### Wire density map, run 1

Drawn at 4 px/um. 14 x 14 tiles, from white (low) to dark blue (high), scaled to the fullest tile. Values are wire area over tile area, all layers added.
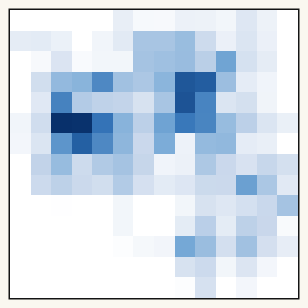
### I/O nets highlighted, run 1

Drawn at 6 px/um.
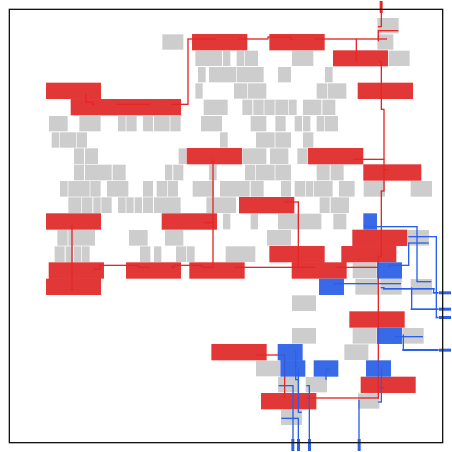
### Routing congestion, run 1

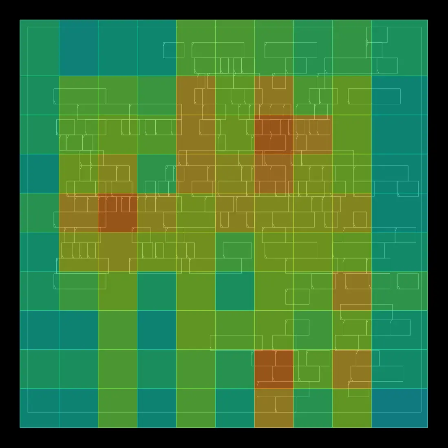
$ cat config.mk
export PLATFORM = sky130hd
export DESIGN_NAME = uart_tx_ctrl_flat
export DESIGN_NICKNAME = d
export VERILOG_FILES = /design/src/rtl/uart_tx_ctrl_pkg.sv /design/src/rtl/uart_tx_ctrl_if.sv /design/src/rtl/uart_tx_ctrl_baud_tick_gen.sv /design/src/rtl/uart_tx_ctrl.sv /design/src/flat_wrapper.sv
export SDC_FILE = /design/constraint.sdc
export NUM_CORES = 1
export LEC_CHECK = 0
export CAP_MARGIN = 20
export CORE_UTILIZATION = 30
export DETAILED_ROUTE_END_ITERATION = 6
export PLACE_DENSITY = 0.48
export SLEW_MARGIN = 15
export SYNTH_ARGS = -nofsm -noshare
export SYNTH_HDL_FRONTEND = slang
export SYNTH_SLANG_ARGS = --single-unit
$ cat constraint.sdc
create_clock -name clk -period 4.3 [get_ports clk]
set_input_delay 0.86 -clock clk [delete_from_list [all_inputs] [get_ports clk]]
set_output_delay 0.86 -clock clk [all_outputs]
set_load 0.005 [all_outputs]
$ cat src/rtl/uart_tx_ctrl_pkg.sv
// Shared definitions for the UART transmit path: FSM encoding, parity modes
// and a width helper used to size counters.
package uart_tx_ctrl_pkg;

    typedef enum logic [2:0] {
        ST_IDLE   = 3'd0,
        ST_START  = 3'd1,
        ST_DATA   = 3'd2,
        ST_PARITY = 3'd3,
        ST_STOP   = 3'd4
    } tx_state_e;

    localparam int PAR_NONE = 0;
    localparam int PAR_ODD  = 1;
    localparam int PAR_EVEN = 2;

    // Bits needed to hold values 0..value-1; never less than 1 so that a
    // divide-by-2 counter still gets a real flop.
    function automatic int clog2(input int value);
        int width;
        width = 1;
        while ((1 << width) < value) begin
            width++;
        end
        return width;
    endfunction

endpackage

$ cat src/rtl/uart_tx_ctrl_if.sv
// Valid/ready word handshake between a byte source and the transmitter.
interface uart_tx_ctrl_if #(
    parameter int DATA_W = 8
) ();

    logic              tx_valid;
    logic [DATA_W-1:0] data_in;
    logic              tx_ready;

    modport master (
        output tx_valid,
        output data_in,
        input  tx_ready
    );

    modport slave (
        input  tx_valid,
        input  data_in,
        output tx_ready
    );

endinterface

$ cat src/rtl/uart_tx_ctrl_baud_tick_gen.sv
// Bit-period divider: counts 0..CLK_DIV-1 while enabled and flags the last
// cycle of each bit period. Shared with the future receiver.
module baud_tick_gen
    import uart_tx_ctrl_pkg::*;
#(
    parameter int CLK_DIV = 434
) (
    input  logic clk,
    input  logic rst,
    input  logic clear,
    input  logic en,
    output logic tick
);

    localparam int               CNT_W = clog2(CLK_DIV);
    localparam logic [CNT_W-1:0] LAST  = CNT_W'(CLK_DIV - 1);

    logic [CNT_W-1:0] count_q;
    logic [CNT_W-1:0] count_d;

    assign tick = en && (count_q == LAST);

    // Next count: clear wins, otherwise wrap at the bit end while enabled.
    always_comb begin
        count_d = count_q;
        if (clear) begin
            count_d = '0;
        end else if (en) begin
            count_d = tick ? '0 : count_q + CNT_W'(1);
        end
    end

    // Counter register, asynchronously cleared.
    always_ff @(posedge clk or negedge rst) begin
        if (!rst) begin
            count_q <= '0;
        end else begin
            count_q <= count_d;
        end
    end

endmodule

$ cat src/rtl/uart_tx_ctrl.sv
// Self-timed UART transmitter: accepts one word per frame over a valid/ready
// handshake and serialises start, data (LSB first), optional parity and stop
// bits onto a registered, idle-high line.
module uart_tx_ctrl
    import uart_tx_ctrl_pkg::*;
#(
    parameter int CLK_DIV   = 434,  // clocks per bit, >= 2
    parameter int DATA_W    = 8,    // 5..9
    parameter int PARITY    = 0,    // PAR_NONE / PAR_ODD / PAR_EVEN
    parameter int STOP_BITS = 1     // 1 or 2
) (
    input  logic               clk,
    input  logic               rst,
    uart_tx_ctrl_if.slave      tx_if,
    output logic               tx_busy,
    output logic               tx_done,
    output logic               data_tx
);

    // The bit counter serves both the data bits and the stop bits.
    localparam int BIT_W = clog2(DATA_W);
    localparam logic [BIT_W-1:0] LAST_DATA = BIT_W'(DATA_W - 1);
    localparam logic [BIT_W-1:0] LAST_STOP = BIT_W'(STOP_BITS - 1);

    tx_state_e         state_q, state_d;
    logic [DATA_W-1:0] shift_q, shift_d;
    logic [BIT_W-1:0]  bit_q, bit_d;
    logic              par_q, par_d;
    logic              data_tx_q, data_tx_d;
    logic              tx_done_q, tx_done_d;
    logic              accept;
    logic              tick;

    assign tx_if.tx_ready = (state_q == ST_IDLE);
    assign accept         = tx_if.tx_valid && (state_q == ST_IDLE);
    assign tx_busy        = (state_q != ST_IDLE);
    assign tx_done        = tx_done_q;
    assign data_tx        = data_tx_q;

    baud_tick_gen #(
        .CLK_DIV(CLK_DIV)
    ) u_baud (
        .clk  (clk),
        .rst  (rst),
        .clear(accept),
        .en   (state_q != ST_IDLE),
        .tick (tick)
    );

    // Next-state logic; the line level is computed for the state being
    // entered so the registered output lines up with the state register.
    always_comb begin
        state_d   = state_q;
        shift_d   = shift_q;
        bit_d     = bit_q;
        par_d     = par_q;
        data_tx_d = data_tx_q;
        tx_done_d = 1'b0;
        unique case (state_q)
            ST_IDLE: begin
                data_tx_d = 1'b1;
                if (accept) begin
                    shift_d   = tx_if.data_in;
                    // Parity is frozen at accept so later data_in changes
                    // cannot leak into the frame.
                    par_d     = (^tx_if.data_in) ^ (PARITY == PAR_ODD);
                    bit_d     = '0;
                    state_d   = ST_START;
                    data_tx_d = 1'b0;
                end
            end
            ST_START: begin
                if (tick) begin
                    state_d   = ST_DATA;
                    data_tx_d = shift_q[0];
                    shift_d   = shift_q >> 1;
                    bit_d     = '0;
                end
            end
            ST_DATA: begin
                if (tick) begin
                    if (bit_q == LAST_DATA) begin
                        bit_d = '0;
                        if (PARITY != PAR_NONE) begin
                            state_d   = ST_PARITY;
                            data_tx_d = par_q;
                        end else begin
                            state_d   = ST_STOP;
                            data_tx_d = 1'b1;
                        end
                    end else begin
                        bit_d     = bit_q + BIT_W'(1);
                        data_tx_d = shift_q[0];
                        shift_d   = shift_q >> 1;
                    end
                end
            end
            ST_PARITY: begin
                if (tick) begin
                    state_d   = ST_STOP;
                    data_tx_d = 1'b1;
                    bit_d     = '0;
                end
            end
            ST_STOP: begin
                data_tx_d = 1'b1;
                if (tick) begin
                    if (bit_q == LAST_STOP) begin
                        state_d   = ST_IDLE;
                        tx_done_d = 1'b1;
                        bit_d     = '0;
                    end else begin
                        bit_d = bit_q + BIT_W'(1);
                    end
                end
            end
            default: begin
                state_d   = ST_IDLE;
                data_tx_d = 1'b1;
            end
        endcase
    end

    // State and datapath registers; reset aborts any frame and idles the line.
    always_ff @(posedge clk or negedge rst) begin
        if (!rst) begin
            state_q   <= ST_IDLE;
            shift_q   <= '0;
            bit_q     <= '0;
            par_q     <= 1'b0;
            data_tx_q <= 1'b1;
            tx_done_q <= 1'b0;
        end else begin
            state_q   <= state_d;
            shift_q   <= shift_d;
            bit_q     <= bit_d;
            par_q     <= par_d;
            data_tx_q <= data_tx_d;
            tx_done_q <= tx_done_d;
        end
    end

endmodule

$ cat src/flat_wrapper.sv
// flat-port wrapper written by rule: the top's interface ports become plain ports
module uart_tx_ctrl_flat import uart_tx_ctrl_pkg::*;
#(
    parameter int CLK_DIV   = 434,                         
    parameter int DATA_W    = 8,           
    parameter int PARITY    = 0,                                    
    parameter int STOP_BITS = 1              
)
  (clk, rst, tx_busy, tx_done, data_tx, tx_if_tx_valid, tx_if_data_in, tx_if_tx_ready);
  uart_tx_ctrl_if #(.DATA_W(DATA_W)) tx_if_i ();
  input  logic clk;
  input  logic rst;
  output logic tx_busy;
  output logic tx_done;
  output logic data_tx;
  input wire logic [$bits(tx_if_i.tx_valid)-1:0] tx_if_tx_valid;
  input wire logic [$bits(tx_if_i.data_in)-1:0] tx_if_data_in;
  output wire logic [$bits(tx_if_i.tx_ready)-1:0] tx_if_tx_ready;
  assign tx_if_i.tx_valid = tx_if_tx_valid;
  assign tx_if_i.data_in = tx_if_data_in;
  assign tx_if_tx_ready = tx_if_i.tx_ready;
  uart_tx_ctrl #(.CLK_DIV(CLK_DIV), .DATA_W(DATA_W), .PARITY(PARITY), .STOP_BITS(STOP_BITS)) u_core (.clk(clk), .rst(rst), .tx_if(tx_if_i), .tx_busy(tx_busy), .tx_done(tx_done), .data_tx(data_tx));
endmodule
==> results.txt, run 1 <==
Implementation status.

- The highest-utilization routing layer at the global route stage is met2.
- The initial utilization of the core area, before any placement, comes to 31.1%.
- The number of global-route vias before repair is 1049.
- The data required time at the worst endpoint is 3.44 ns.
- Per the layout area report, the register area comes to 627 um2.
- The number of placed cells counting well taps is 223.
- The number of warnings printed during yosys synthesis is 0.
- In this run the critical path is formed by or3_1 -> inv_1 -> clkdlybuf4s50_1.
- The cell family with the largest share of critical-path delay is buffers and inverters.
- The endpoint of the lowest-slack register-to-register path is u_core.shift_q[3].
- The data arrival time of the critical path is 1.97 ns.
- The flow ran to the end, and the final reports show no timing, DRC or antenna violations.
- The clock network burns 19.8% of the power.
- The proportion of power drawn by combinational gates is 27.2%.
- The post-route cell area is 1720 um2.
- Of the synthesized area, sequential elements account for 42.7%.
- The longest clock path from root to sink contains 2 buffers.
- The x dimension of the die is 72.0 um.
- The via density per instance is 4.82.
- The share of the synthesized netlist area taken by xor and xnor gates is 1.79%.
- Among all stages on the critical path, the maximum delay recorded is 0.53 ns.
- The combined area of the multi-input logic cells is 790 um2.
- The synthesized flop and latch total is 25.
- The global-route total usage across every layer is 12.2%.
- Switching power as a fraction of the total was reported as 30.5%.
- The critical path depth in cells is 3.
- The per-instance average area after synthesis is 9.99 um2.
- Counting distinct cell types in the post-synthesis netlist gives 41.
- As reported, the later end of the worst-skew pair has a clock insertion delay of 0.26 ns.
- Setup repair after global routing left no endpoint under its margin.
- The slowest cell on the critical path is sky130_fd_sc_hd__dfrtp_1.
- On the worst setup and hold paths after CTS, the clock-pin slew comes to 0.09 ns.
- Post-CTS repair changed the size of 0 cells.
- The share of final-layout standard cells stronger than drive strength 1 is 16.3%.
- The DRC violation count after routing is 0.
- The floorplan core area is 4720 um2.
- The total met2 wirelength after detailed routing is 1360 um.
- VDD sags by at most 0.184 mV.
- The cell sitting at the root of the clock tree is a sky130_fd_sc_hd__clkbuf_8.
- The total vias in the final route is 1094.
- Looking at the group totals, the largest power group turns out to be sequential cells.
- Summed over all nets, wire length on met3 after detailed routing comes to 134 um.
- The final timing report counts setup violations totalling 0.
- The leakage component of the power was reported as 0.740 nW.
- The count of routing violations after the opening detailed-route iteration is 96.
- In this run the power spent charging and discharging nets is 213 uW.
- The number of cells in the yosys synthesis report is 147.
- The signed area change from the synthesized netlist to the final layout is 16.8%.
- According to the finish report, the design has a final net count of 177.
- The final critical path takes up 65.8% of the cycle.
- The number of clock buffers in the layout is 4.
- Per the post-place timing report, worst setup slack is 1.68 ns.
- The most frequently used flop master after synthesis is sky130_fd_sc_hd__dfrtp_1.
- The layout contains a multi-input combinational cell count of 110.
- The first global-routing pass estimated 4980 um of wire.
- The buffer-and-inverter tally for the worst setup path is 2.
- After its last routability iteration, the placer logged a weighted congestion of 0.827.
- The finished layout reports a core utilization of 36.3%.
- The reported combinational group power is 189 uW.
- The startpoint identified for the worst hold timing path is u_core.shift_q[7].
- The dominant kind of cell is multi-input combinational cells.
- The sequential cell count is 25.
- Yosys reports that the leading cell type by area covers 40.9% of the netlist area.
- Leaving out the clock tree, the finished layout contains an inverter count of 6.
- The mapped netlist covers 1470 um2.
- The final timing report gives a worst setup slack of 1.47 ns.
- The sequential power is 370 uW.
- The number of antenna violations at the first check in global routing is 0.
- Per the slew report, the remaining headroom to the max-slew limit stands at 59.0%.
- Buffers outside the clock tree occupy 8.61% of the routed design's cell area.
- The final timing report lists a max-slew violation count of 0.
- Yosys reported that registers with async set or reset make up 100%.
- Once the clock tree was built, the setup fixing pass inserted 0 buffers.
- At floorplan, the net count of the design was reported as 163.
- The class of the worst hold path is reg2reg.
- After technology mapping, the gate count stands at 147.
- The vertical die dimension reported for this design is 72.0 um.
- The total of hold buffers inserted after clock tree synthesis is 0.
- Adding up every negative setup slack in the final design gives 0 ns.
- Registers are responsible for 53.0% of the overall power.
- For reference, the top logic cell family by area is simple AND/OR/NAND/NOR gates.
- The flow inserted 67 tap cells.
- The most instantiated library cell after synthesis is sky130_fd_sc_hd__dfrtp_1.
- The launch point of the critical path was reported as u_core.state_q[0].
- The count of clock tree sinks is 25.
- In the final layout, the fill cell count is 471.
-- 'Wire density map' (at the start) --
emptiest ninth of the die: south-west
densest ninth of the die: west
nearly empty tiles: 30%
fullest tile: 0.46
tiles over half the peak: 9.2%
mean over tiles: 0.088

-- 'I/O nets highlighted' (at the start) --
legend:
  tx_if_data_in:
    color: blue
    bits: 8
    direction: input
    end_cells: 8
    wire: 147 um
  rst:
    color: red
    bits: 1
    direction: input
    end_cells: 25
    wire: 231 um
I/O pin count: 15
Port Buffers: 14

-- 'Routing congestion' (at the start) --
met3 track utilization from global routing: 2.50%
routed length per placed instance: 12.8 um

### Logic cells by family, run 1

Drawn at 4 px/um.
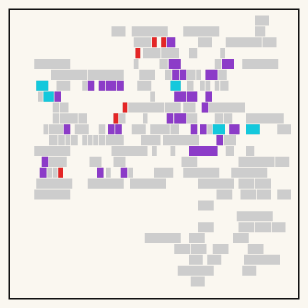

==> run 2, diff against run 1 <==
Settings changed: PLACE_DENSITY 0.48 to 0.49.
Clock period 4.3 ns to 2.6 ns, I/O delays scaled along.
### Logic cells by family, run 2

Drawn at 4 px/um.
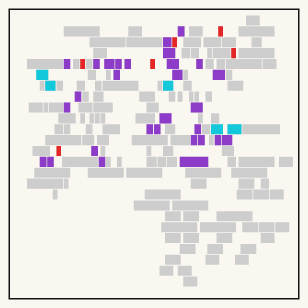
legend:
  AND-OR and OR-AND gates:
    color: cyan
    cells: 5
  inverting AOI/OAI gates:
    color: purple
    cells: 29
  inverters:
    color: red
    cells: 6
Top cell excl fill/tap: sky130_fd_sc_hd__dfrtp_1
tally of non-filler cells in the final layout: 230
combinational fraction of the cell area: 45.3%

==> run 2 against run 1 <==
Compared with the run above: synthesized cell count unchanged; cell area rose by 1.5%; first-iteration DRC count shrank 13%; non-clock buffer count is 3 higher; combinational power increased by 72%; global-route usage increased by 0.47 points; largest cell class unchanged; utilization up 0.56 points; sequential share of layout area is 0.55 points lower; clock skew hardly changed.
==> results.txt, run 2 <==
Implementation status.

- The async set or reset register ratio after synthesis is 100% (unchanged).
- The synthesized cell area is 1470 um2 (unchanged).
- The floorplan core area is 4720 um2 (unchanged).
- The slowest cell on the critical path was sky130_fd_sc_hd__clkdlybuf4s50_1 (was sky130_fd_sc_hd__dfrtp_1).
- The number of global-route vias before repair was 1130 (was 1049).
- The number of max-slew violations in the final report is 0 (unchanged).
- The height of the chip is 72.0 um (unchanged).
- The destination of the worst hold path is u_core.shift_q[5] (was u_core.shift_q[7]).
- The area of placed instances is 1690 um2 (was 1670 um2).
- The buffer count from post-CTS setup fixing came to 0 (unchanged).
- The number of placed cells counting well taps is 226 (was 223).
- The data required time at the worst endpoint is 2.08 ns (was 3.44 ns).
- The share of final-layout standard cells stronger than drive strength 1 is 18.4% (was 16.3%).
- The relative slew slack is 58.3% (was 59.0%).
- The number of tapcells came to 67 (unchanged).
- Unrepaired setup endpoints after global routing: false (unchanged).
- The final number of setup-violating endpoints was 0 (unchanged).
- The number of placed I/O pins is 15 (unchanged).
- The post-synthesis cell count came to 147 (unchanged).
- The sequential share of power is 52.1% (was 53.0%).
- The final core area utilization was 36.9% (was 36.3%).
- The DRC violation count after routing came to 0 (unchanged).
- The via density per instance is 4.83 (was 4.82).
- Cells along the critical path: or3_1 -> inv_1 -> clkdlybuf4s50_1 (unchanged).
- The sequential power came to 607 uW (was 370 uW).
- The number of cells in the yosys synthesis report is 147 (unchanged).
- The per-instance average area after synthesis is 9.99 um2 (unchanged).
- The share of the synthesized netlist area taken by xor and xnor gates is 1.79% (unchanged).
- The CTS tree is yes (unchanged).
- The cell family with the largest share of critical-path delay is buffers and inverters (unchanged).
- The sequential-to-total area share from yosys stat was 42.7% (unchanged).
- The post-cts resize count was 0 (unchanged).
- The accumulated negative setup slack is 0 ns (unchanged).
- The startpoint of the worst setup timing path is u_core.state_q[0] (unchanged).
- The wire length of the first global-routing pass came to 5220 um (was 4980 um).
- The prevailing logic family in the synthesized netlist is simple AND/OR/NAND/NOR gates (unchanged).
- The most instantiated library cell after synthesis is sky130_fd_sc_hd__dfrtp_1 (unchanged).
- The met3 layer wire length in the routed design is 79 um (was 134 um).
- The post-CTS clock slew at the launch and capture registers of the worst setup and hold paths is 0.09 ns (about the same).
- The multi-input combinational cell count is 110 (unchanged).
- The routing usage on met3 is 2.50% (unchanged).
- The number of warnings printed during yosys synthesis came to 0 (unchanged).
- The dominant kind of cell is multi-input combinational cells (unchanged).
- The number of antenna violations at the first check in global routing came to 0 (unchanged).
- The count of clock tree sinks is 25 (unchanged).
- The maximum buffer depth of the clock tree is 2 (unchanged).
- The net total in the final layout is 180 (was 177).
- The count of inverters other than clock inverters in the layout was 6 (unchanged).
- The AND-OR/OR-AND share of the synthesized area is 15.7% (unchanged).
- The maximum resistive drop on vdd is 0.314 mV (was 0.184 mV).
- The total met2 wirelength after detailed routing came to 1450 um (was 1360 um).
- The combined area of the multi-input logic cells is 790 um2 (unchanged).
- The flip-flop and latch share of the layout cell area is 36.0% (was 36.5%).
- The synthesized flop and latch total is 25 (unchanged).
- The tally of filler cells in the layout was 474 (was 471).
- The portion of the clock cycle consumed by the worst path in the final layout is 90.5%.
- The area share of the largest cell type after synthesis is 40.9% (unchanged).
- The number of I/O port buffers is 14 (unchanged).
- The startpoint of the tightest hold check path is u_core.shift_q[5] (was u_core.shift_q[7]).
- The class of the worst hold path is reg2reg (unchanged).
- The global placer's final weighted congestion is 0.767 (was 0.827).
- The delay of the slowest cell on the worst path came to 0.52 ns (was 0.53 ns).
- The buffer-and-inverter tally for the worst setup path is 2 (unchanged).
- The signed area change from the synthesized netlist to the final layout is 18.6% (was 16.8%).
- The number of clock buffers in the layout is 3 (was 4).
- The worst path setup slack after routing is 0.248 ns (was 1.47 ns).
- The number of nets in the synthesized netlist is 163 (unchanged).
- The proportion of total power due to net switching is 31.0% (was 30.5%).
- The most frequently used flop master after synthesis is sky130_fd_sc_hd__dfrtp_1 (unchanged).
- The switching power was 362 uW (was 213 uW).
- The worst setup slack after placement came to 0.317 ns (was 1.68 ns).
- The reported combinational group power is 325 uW (was 189 uW).
- The total of hold buffers inserted after clock tree synthesis is 0 (unchanged).
- The global-route total usage across every layer came to 12.6% (was 12.2%).
- The clock insertion delay at the later pin of the skew report is 0.27 ns (was 0.26 ns).
- The starting density of the core is 31.1% (unchanged).
- The sequential cell count was 25 (unchanged).
- The reported leakage power is 0.754 nW (was 0.740 nW).
- The post-route cell area is 1740 um2 (was 1720 um2).
- Result of the run: complete, no violations (unchanged).
- The tightest hold margin is 0.513 ns (was 0.505 ns).
- The data arrival time of the critical path is 1.83 ns (was 1.97 ns).
- The proportion of power drawn by combinational gates is 27.9% (was 27.2%).
- The count of distinct cell types in the synthesized netlist is 41 (unchanged).
- The wire length reported by the detailed router is 2960 um (was 2910 um).
- The count of routing violations after the opening detailed-route iteration is 84 (was 96).
- The highest-utilization routing layer at the global route stage was met2 (unchanged).
- The total vias in the final route is 1111 (was 1094).
- The CTS root buffer is sky130_fd_sc_hd__clkbuf_8 (unchanged).
### Routing congestion, run 2

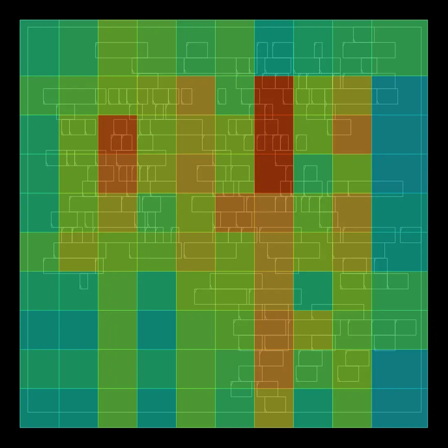
met1 usage: 16.3%
routed length per placed instance: 12.9 um
met2 track demand over resource in global routing: 22.0%

Power and IR drop assume default switching activity.
